==> config.mk <==
export PLATFORM = sky130hd
export DESIGN_NAME = rob_commit
export DESIGN_NICKNAME = d
export VERILOG_FILES = /design/src/rtl/rob_commit_pkg.sv /design/src/rtl/rob_commit.sv
export SDC_FILE = /design/constraint.sdc
export NUM_CORES = 2
export LEC_CHECK = 0
export ABC_AREA = 1
export CELL_PAD_IN_SITES_DETAIL_PLACEMENT = 1
export CELL_PAD_IN_SITES_GLOBAL_PLACEMENT = 2
export CORE_MARGIN = 2
export CORE_UTILIZATION = 35
export CTS_BUF_LIST = sky130_fd_sc_hd__clkbuf_4
export DETAILED_ROUTE_END_ITERATION = 8
export PLACE_DENSITY_LB_ADDON = 0.25
export SETUP_SLACK_MARGIN = 0.05
export SYNTH_ARGS = -nofsm -noshare
export SYNTH_HDL_FRONTEND = slang
export SYNTH_SLANG_ARGS = --single-unit
==> constraint.sdc <==
create_clock -name clk -period 4.14 [get_ports clk]
set_input_delay 0.828 -clock clk [delete_from_list [all_inputs] [get_ports clk]]
set_output_delay 0.828 -clock clk [all_outputs]
set_load 0.1 [all_outputs]
==> images/layer_met3.png <==
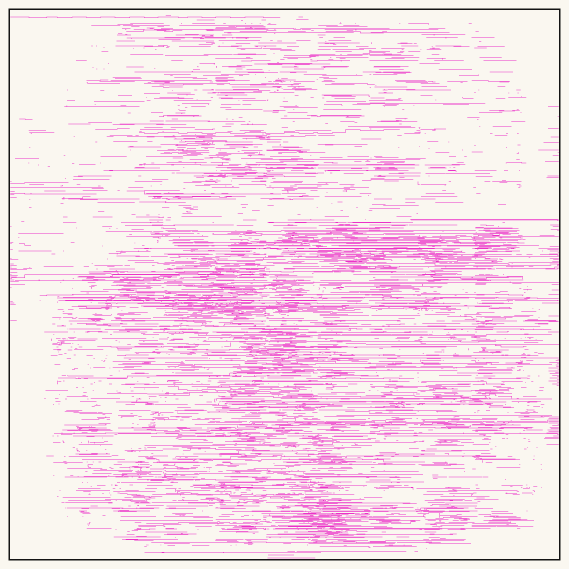
1,254 nets have wire on it. The wires run mostly horizontal. The longest straight run is 316 um.
Detailed Route WL: 577,000 um
met3 track demand over resource: 0.134
overall via count from detail_route: 115,780

==> images/power_grid.png <==
Scale bar: 200 um. Pins as bars on the die edge.
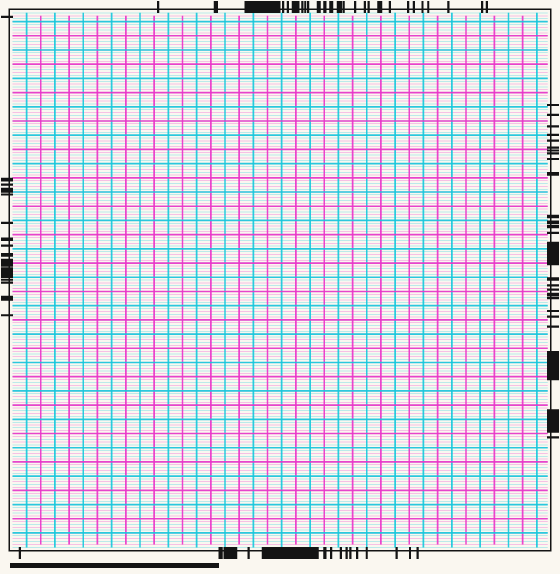
Magenta stands for VDD. Cyan stands for VSS.
273 signal pins sit on the boundary. The core has 188 rows. 37 straps on met4. 37 straps on met5. 189 met1 rails follow the rows.
die boundary width: 517 um
Worst IR Drop VDD: 0.000560 V
overall die height: 517 um
placeable core region: 0.262 sq mm

==> results.tsv <==
metric	value	unit
detail_route.first_pass.iterations	6	
groute.usage.overall	0.419	
netSwitchingPower	36.2	mW
slew_headroom	0.142	
place_area	0.101	sq mm
max_cap_viol_count	0	
cts_made_buffers	394	
grt_remaining_overflow	0	
postSynthCellCount	14818	
timing_worst_setup_path_type	flip-flop to output port	
synth_stat.cells	14818	
crit_slowest_cell	sky130_fd_sc_hd__nor3_4	
setup_ws	-0.326	ns
cts-root-to-sink-buffers	4	
synth_area	0.0921	sq mm
route.antenna.remaining_nets	0	
grt_start_max_net_pins	178	
fin_crit_sh	1.08	
filler_cell_count	34075	
post_synth_main_area_contributors	sky130_fd_sc_hd__dfrtp_1, sky130_fd_sc_hd__nand2_1, sky130_fd_sc_hd__o21ai_0, sky130_fd_sc_hd__nand4_1, sky130_fd_sc_hd__a21oi_1	
hold_depth	3	
post-cts-setup-buffers	34	
worstSetupPathDepth	8	
clock.fmax	224	MHz
synth.avg_cell_area	6.22	sq um
postSynthSeqShare	0.346	
status	complete, but fails checks	
synthesis.nets	14959	
clkSlewWorstSetupHoldPaths	0.07	ns
hold_path.class	input port to flip-flop	
number_of_antenna_violations_at_the_first_check_in_global_routing	56	
fp.dieArea	0.267	sq mm
violations	setup timing	
most_frequent_cells_after_synthesis	sky130_fd_sc_hd__nand2_1, sky130_fd_sc_hd__inv_1, sky130_fd_sc_hd__o21ai_0	
drt_drc_violations_left	0	
tritoncts	done	
drive_gt1_frac	0.101	
instances_no_fill	18556	
finalSetupViolCount	66	
route.detailed.vias_per_inst	6.24	
place.port_buffers	272	
metal layers:
metal  GRT usage  vias to the layer above  routed length [um]
met5           0                        -                 359
met4       0.276                       53               44200
li1            -                    48351                   -
met2       0.604                     7319              238000
met3       0.134                     2231               71600
met1       0.533                    57826              223000
power groups by stage:
| stage | registers (mW) | clock network, mW | logic, mW |
|---|---|---|---|
| 3_3_place_gp | 20.4 | 0 | 32.6 |
| 5_1_grt | 21.2 | 14.2 | 38.0 |
| 4_1_cts | 20.5 | 13.5 | 34.3 |
| 6_report | 20.7 | 13.4 | 35.3 |
| 2_1_floorplan | 21.5 | 0 | 19.8 |
| 3_5_place_dp | 20.7 | 0 | 33.7 |
placed cells by master, fill, tap and decap left out, types with 12 or more instances in the layout:
cell                              synthesis  layout
sky130_fd_sc_hd__a21oi_1               1181    1177
sky130_fd_sc_hd__a31oi_1                104      94
sky130_fd_sc_hd__buf_12                   1     253
sky130_fd_sc_hd__buf_4                   35     370
sky130_fd_sc_hd__buf_6                   41      30
sky130_fd_sc_hd__clkbuf_4                 0     576
sky130_fd_sc_hd__clkdlybuf4s50_1          0     181
sky130_fd_sc_hd__clkinv_1                 3      72
sky130_fd_sc_hd__dfrtp_1               1273    1261
sky130_fd_sc_hd__diode_2                  0      42
sky130_fd_sc_hd__dlygate4sd3_1            0      17
sky130_fd_sc_hd__ha_1                    14      14
sky130_fd_sc_hd__inv_1                 1504    1484
sky130_fd_sc_hd__inv_2                   23      41
sky130_fd_sc_hd__nand2_1               5379    5371
sky130_fd_sc_hd__nand2_2                 15      15
sky130_fd_sc_hd__nand3_1                968     954
sky130_fd_sc_hd__nand3_2                 12      12
sky130_fd_sc_hd__nand3_4                  1      15
sky130_fd_sc_hd__nand4_1               1024    1024
sky130_fd_sc_hd__nor2_1                 324     278
sky130_fd_sc_hd__nor2_4                   1      50
sky130_fd_sc_hd__nor3_4                   0      52
sky130_fd_sc_hd__nor4_1                  17      17
sky130_fd_sc_hd__o211ai_1               138     138
sky130_fd_sc_hd__o21ai_0               1306    1284
sky130_fd_sc_hd__o21ai_1                  3      19
sky130_fd_sc_hd__o22ai_1                 28      28
sky130_fd_sc_hd__o31ai_1                 44      44
logic make-up after synthesis:
group | synth area share
and+or+nand+nor | 0.363
xor gates and xnor gates | 0.000571
adders and majority gates | 0.00212
DFF | 0.346
buffers and inverters | 0.128
AOI/OAI and AO/OA | 0.160
cell type report:
class	count	area share
multi-input cells	10650	0.464
flip-flops and latches	1273	0.297
repair buffers	874	0.0977
inverters	1530	0.0539
well taps	3515	0.0410
clock buffers	576	0.0403
clock inverters	96	0.00506
diodes	42	0.000979
metrics by stage:
| stage | power [mW] | setup WS [ns] | setup TNS (ns) |
|---|---|---|---|
| 6_report | 69.4 | -0.326 | -11.08 |
| 5_1_grt | 73.3 | -0.382 | -16.67 |
| 4_1_cts | 68.4 | -0.343 | -12.38 |
| 3_5_place_dp | 54.4 | -0.274 | -0.274 |
| 3_3_place_gp | 53.0 | -0.279 | -0.279 |
| 2_1_floorplan | 41.3 | -0.731 | -15.08 |
Power is estimated from default activity; no workload was simulated.
